Design expr_pipe_eval, sky130hd; sources not shown.
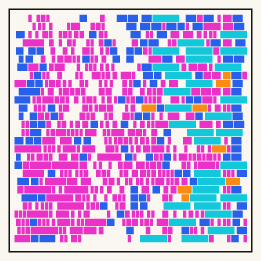
*Placement by cell class, run 1*
Scale: 3 px per um.
magenta -> combinational and other logic  # cells 457, share of their area 57%
blue -> other buffers and delay cells  # cells 124, share of their area 23%
orange -> clock drivers and dummy loads  # cells 8, share of their area 2.1%
cyan -> flops  # cells 32, share of their area 18%
row count: 28
flop share of the area: 17.26%
Core Box Area: 5921 um^2

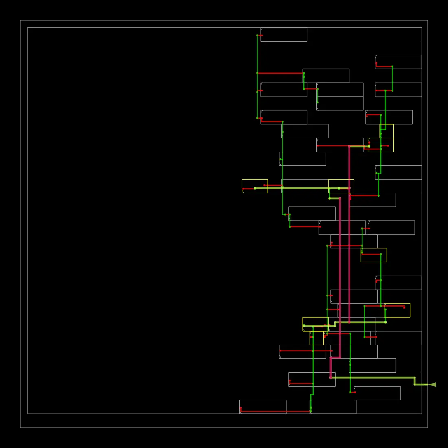
*Clock routing, run 1*
worst skew pair latency: 0.29 ns
Worst Clk Skew: 0.007552 ns
flop count: 32
CTS Sinks: 32
Clk power: 482 uW

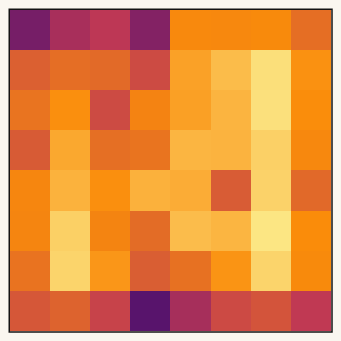
*Local utilization, run 1*
Scale: 4 px per um. 8 x 8 tiles, from black (low) to pale yellow (high), 0 to 100% covered.
mean over tiles = 71%
fullest tile = 95%
tiles over 75% full = 42%
Util after Layout: 78.36%
FP Core Util: 57.99%

==> results.toml, run 1 <==
# implementation run metrics
[global_route]
grt_pass1_wl_mm = 16.39
overflow = 0
track_usage_pct = 33.62
grt_max_degree = 33
antenna_found_initial = 0
grt_pass1_vias = 3537

[status]
violations = "negative setup slack"
status = "finished with violations"

[setup_path]
crit_buf_inv = 6
critPathMaxStageDelay_ns = 0.51
crit_type = "in -> reg"
crit_slowest_cell = "fa_1"
cp.required_ns = 2.42
critical_path.max_fanout = 2
arrival_ns = 3.18
end_kind = "flip-flop"
start_kind = "input pin"
rr_worst_depth = 9
path_delay_family = "adder cells"
path_cells = "buf_8, ha_4, inv_2, fa_1, inv_2, ha_4, inv_2, fa_1, fa_2, inv_2, nand2_2, nand2_2, inv_2, nand2_2, nand2_1, nand2_1, nand2_1, nand2_1, nand2_2, nor2_4, nand4_1, nand2_1"

[sta]
period_minus_slack_ns = 2.953
fmax_ghz = 0.3386
tightest_slew_ns = 0.5196
rsz0062_at_grt = "true"
worst_slack_ns = -0.7535
setup_violations = 6
period_used_pct = 134.2
drv_slew = 0
slew_headroom_pct = 65.25

[route]
route.detailed.drc = 0
post_drt_wl_per_cell_um = 14.90
drtPass1Iterations = 5
ant_nets = 0
vias_per_cell = 5.392
wirelength_mm = 10.37
vias = 3753
drt_first_iter_violations = 198

[run]
drv_cap = 0
warning_count = 34

[yosys]
synth_cells = 511
ys_seq_elements = 32
ys_top_cells_by_count = "nand2_1 (151), inv_1 (59), nand3_1 (53), nor2_1 (36), dfrtp_1 (32)"
most_common_cell = "nand2_1"
yosysUniqueCellTypes = 40
ys_cells = 511
yosysSeqAreaShare_pct = 23.32
synthFlopType = "dfrtp_1"
avgSynthCellArea_um2 = 6.719
synth.cell_area_um2 = 3433
yosys_area_um2 = 3433
yosysTopAreaCellShare_pct = 23.32
synth_warnings = 0
synthArstFlopShare_pct = 100.0
topCellsByArea = "dfrtp_1 (23%), nand2_1 (17%), nand3_1 (7.7%), ha_1 (6.9%), inv_1 (6.5%)"
synth-edff-count = 0
top_area_cell = "dfrtp_1"

[placed_design]
dpl_cell_area_um2 = 4417
hpwlAfterDp_mm = 8.122
place_congestion = 0.9819

[power]
pwr_density_cell_nw_per_um2 = 608.5
p_leak_nw = 2.434
ir_drop_mv = 0.7958

[die]
dieHeight_um = 80.30
ios = 57

[min_path]
hold_class = "reg -> reg"
hold_depth = 2

[cts]
h-tree-depth = 2
cts_buffers = 5
cts_buffer_depth = 2
cts_tree = "yes"
root_buffer = "clkbuf_8"

[finish]
nNetsFinal = 672
flop_area_um2 = 800.8
comb_area_um2 = 2313
fin_area_um2 = 4639
largest_reg_flops = 16
-- run 1: cell usage in the layout, fill, tap and decap left out, types with 4 or more instances in the layout --
cell             instances
a21oi_1                 17
buf_4                   73
clkbuf_8                 6
clkdlybuf4s50_1         39
conb_1                   6
dfrtp_1                 32
fa_1                     5
ha_1                    12
ha_4                     6
inv_1                   53
inv_2                   17
nand2_1                142
nand2_2                 17
nand3_1                 51
nand3_2                  7
nand3b_1                 4
nand4_1                 10
nor2_1                  34
nor2_2                   5
nor3_1                   4
o21ai_0                 12
o21ai_1                  5
xnor2_1                  4
xor2_1                  14
-- run 1: tightest hold or removal path, stage by stage (launching register included) --
cell	delay [ns]
dfrtp_1	0.34
inv_1	0.05
nand2_1	0.05
-- run 1: where the power goes --
part | internal (mW) | switching [mW]
Sequential | 0.717 | 0.127
Combinational | 0.563 | 0.933
Clock | 0.253 | 0.229
-- run 1: cells by family after synthesis --
group                      after synthesis  share of synthesized area, %
AOI/OAI and AO/OA                       46                         7.507
xor gates and xnor gates                18                         4.592
adders and majority gates               26                         11.01
buffers and inverters                   98                         13.59
DFF                                     32                         23.32
muxes                                    1                        0.3280
other                                    1                        0.1092
and+or+nand+nor                        289                         39.54
-- run 1: cell type report --
cell class | instances | area share (%)
repair buffers | 124 | 23.00
well taps | 75 | 2.023
clock buffers | 6 | 1.780
inverters | 71 | 5.744
multi-input cells | 386 | 49.87
clock inverters | 2 | 0.3236
flip-flops and latches | 32 | 17.26
-- run 1: metrics by stage --
step	setup slack [ns]	TNS (ns)	total power, mW	instances
floorplan	-0.9187	-2.861	1.769	516
global placement	-1.556	-7.402	2.220	687
detailed placement	-1.700	-8.132	2.278	687
CTS	-0.7447	-2.515	2.794	696
global route	-0.9360	-3.359	2.984	696
finish	-0.7535	-2.447	2.823	696
-- run 1: timing repair --
action                                  CTS  global route
hold buffers                              0             0
endpoints found under the setup margin    7             7
resized                                  56            12
pin swaps                                15             8
buffers inserted                          1             0
-- run 1: layer usage --
| layer | wire length, um | track usage, % |
|---|---|---|
| met1 | 3955 | 38.20 |
| met2 | 5299 | 60.94 |
| met3 | 656 | 4.205 |
| met4 | 462 | 17.68 |
| met5 | 0 | 0 |
--- run 2 (diff from run 1) ---
--- a/config.mk
+++ b/config.mk
@@ -5,10 +5,10 @@
 export SDC_FILE = /design/constraint.sdc
 export NUM_CORES = 1
 export LEC_CHECK = 0
-export ABC_AREA = 1
+export ABC_AREA = 0
 export CAP_MARGIN = 20
 export CORE_MARGIN = 1
-export CORE_UTILIZATION = 56
+export CORE_UTILIZATION = 55
 export CTS_BUF_LIST = sky130_fd_sc_hd__clkbuf_4 sky130_fd_sc_hd__clkbuf_8
 export CTS_CLUSTER_DIAMETER = 50
 export CTS_CLUSTER_SIZE = 8
==> constraint.sdc (replaced) <==
create_clock -name clk -period 2.2 [get_ports clk]
set_input_delay 0.44 -clock clk [delete_from_list [all_inputs] [get_ports clk]]
set_output_delay 0.44 -clock clk [all_outputs]
set_load 0.1 [all_outputs]
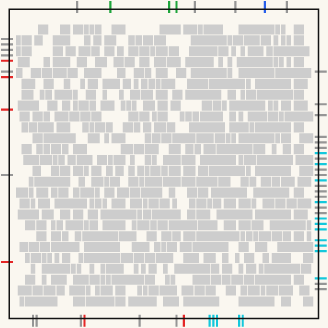
*I/O pins on the die edge, run 2*
Scale: 4 px per um. Pins as bars across the die edge, other pins in grey.
blue -> zero  # pins 1, direction output, edge top
cyan -> out_cnt  # pins 16, direction output, edge 11 right, 5 bottom
green -> op  # pins 3, direction input, edge top
red -> b  # pins 6, direction input, edge 4 left, 2 bottom
all pins by edge = 27 right, 12 bottom, 10 left, 8 top
input/output buffers: 50
Die H: 76.95 um

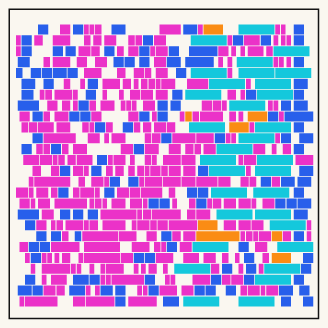
*Placement by cell class, run 2*
Scale: 4 px per um.
orange -> clock drivers and dummy loads  # cells 8, share of their area 2.6%
cyan -> flops  # cells 32, share of their area 19%
magenta -> combinational and other logic  # cells 305, share of their area 53%
blue -> other buffers and delay cells  # cells 130, share of their area 26%
flop share of the area: 18.60%
row count: 26

==> run 2 against run 1 <==
The run still ends with negative setup slack left. Core utilization increased by 3.3 points. Via count decreased by 16%. Non-clock buffer count increased by 6. Critical endpoint is now y_q[11]$_DFFE_PN0P_. Global-route usage decreased by 0.43 points. Maximum frequency decreased by 17%. Sequential share of layout area increased by 1.3 points. Critical path type unchanged. Largest power group unchanged. Cell area decreased by 7.2%. Die area decreased by 8.2%. Clock skew decreased by 0.0028 ns. Worst setup slack got worse by 0.63 ns.
==> results.toml, run 2 <==
# implementation run metrics
[sta]
worst_slack_ns = -1.380
setup_violations = 7
rsz0062_at_grt = "true"
period_minus_slack_ns = 3.580
slew_headroom_pct = 60.40
tns_ns = -4.648
fin_skew_ns = 0.004714

[yosys]
synth_warnings = 0
yosysTopAreaCellShare_pct = 25.92
ys_top_cells_by_count = "nand2_1 (60), dfrtp_1 (32), inv_1 (21), xnor2_1 (21)"
yosysSeqAreaShare_pct = 25.92
synth.cell_area_um2 = 3089
mux_share_pct = 5.549
synthAdderAreaFrac_pct = 12.23
ys_cells = 368
synth-edff-count = 0
topCellsByArea = "dfrtp_1 (26%), ha_1 (7.7%), nand2_1 (7.3%), xnor2_1 (6.0%), fa_1 (4.5%)"
yosys_area_um2 = 3089
synthFlopType = "dfrtp_1"
aoi_share_pct = 15.55
simple_gate_share_pct = 22.60

[global_route]
overflow = 0

[cts]
cts_buffer_depth = 2
root_buffer = "clkbuf_8"
cts_tree = "yes"

[setup_path]
arrival_ns = 3.75
end_kind = "flip-flop"
cp.required_ns = 2.37

[route]
post_drt_wl_per_cell_um = 17.51
top_layer = "met4"
wl_met3_um = 685

[min_path]
hold_depth = 2

[finish]
stdcell_count = 545

[power]
pwr-share-clk_pct = 17.9
switching_share_pct = 48.21
p_leak_nw = 2.019
intPower_mw = 1.610

[status]
violations = "negative setup slack"
status = "finished with violations"
run 2: cell types whose count changed in the layout (fill, tap and decap cells not counted), moves of 15 or more:
cell             delta
nand2_1            -85
nand3_1            -40
inv_1              -38
xnor2_1            +16
buf_4              +29
nand2_2            -15
nor2_1             -16
clkdlybuf4s50_1    -24
run 2: cells by family (layout without fill, tap and decap cells):
family | count (synthesis) | after routing
simple gates | 142 | 142
compound gates | 67 | 67
buf+inv | 58 | 160
flops | 32 | 32
xor+xnor | 28 | 28
fa+ha+maj | 26 | 26
mux | 14 | 14
other cells | 1 | 6
run 2: critical path: stages:
cell and delay (ns):
buf_8 0.08, ha_4 0.12, inv_2 0.04, fa_1 0.48, inv_2 0.05, ha_4 0.25
inv_2 0.03, fa_1 0.48, fa_2 0.40, xnor2_2 0.15, xnor2_1 0.23, xnor2_1 0.12
xnor2_1 0.24, nor3_2 0.07, a211o_1 0.28, mux2_4 0.28
run 2: power by group through the flow:
stage | Clock [mW] | Combinational (mW) | Sequential, mW
2_1_floorplan | 0 | 0.809 | 1.25
3_3_place_gp | 0 | 1.65 | 0.813
3_5_place_dp | 0 | 1.68 | 0.818
4_1_cts | 0.562 | 1.71 | 0.809
5_1_grt | 0.588 | 1.83 | 0.830
6_report | 0.557 | 1.74 | 0.809
run 2: timing repair:
action                     4_1_cts  5_1_grt
hold buffers                     0        0
gates cloned                     0        0
pin swaps                       19       13
buffers inserted                 1        0
setup endpoints to repair        7        7
resized                         52       16
run 2: layout make-up:
class	count	area, um^2
multi-input cells	283	2146
repair buffers	130	1076
fillers	372	965.9
flip-flops and latches	32	800.8
well taps	70	87.58
inverters	22	82.58
clock buffers	6	76.32
clock inverters	2	35.03
run 2: metrics by stage:
stage          cell area [um^2]  power (mW)  setup WS (ns)
4_1_cts                    4238       3.079         -1.387
3_3_place_gp               4079       2.466         -2.077
2_1_floorplan              3168       2.057         -1.430
5_1_grt                    4304       3.243         -1.532
3_5_place_dp               4079       2.500         -2.144
6_report                   4304       3.109         -1.380
run 2: per-layer routing:
layer  global-route usage (%)  vias to the layer above
met5                        0                        -
met1                    37.59                     1493
li1                         -                     1481
met2                    59.55                      153
met4                    16.35                        0
met3                    5.833                       37
Power and IR drop assume default switching activity.
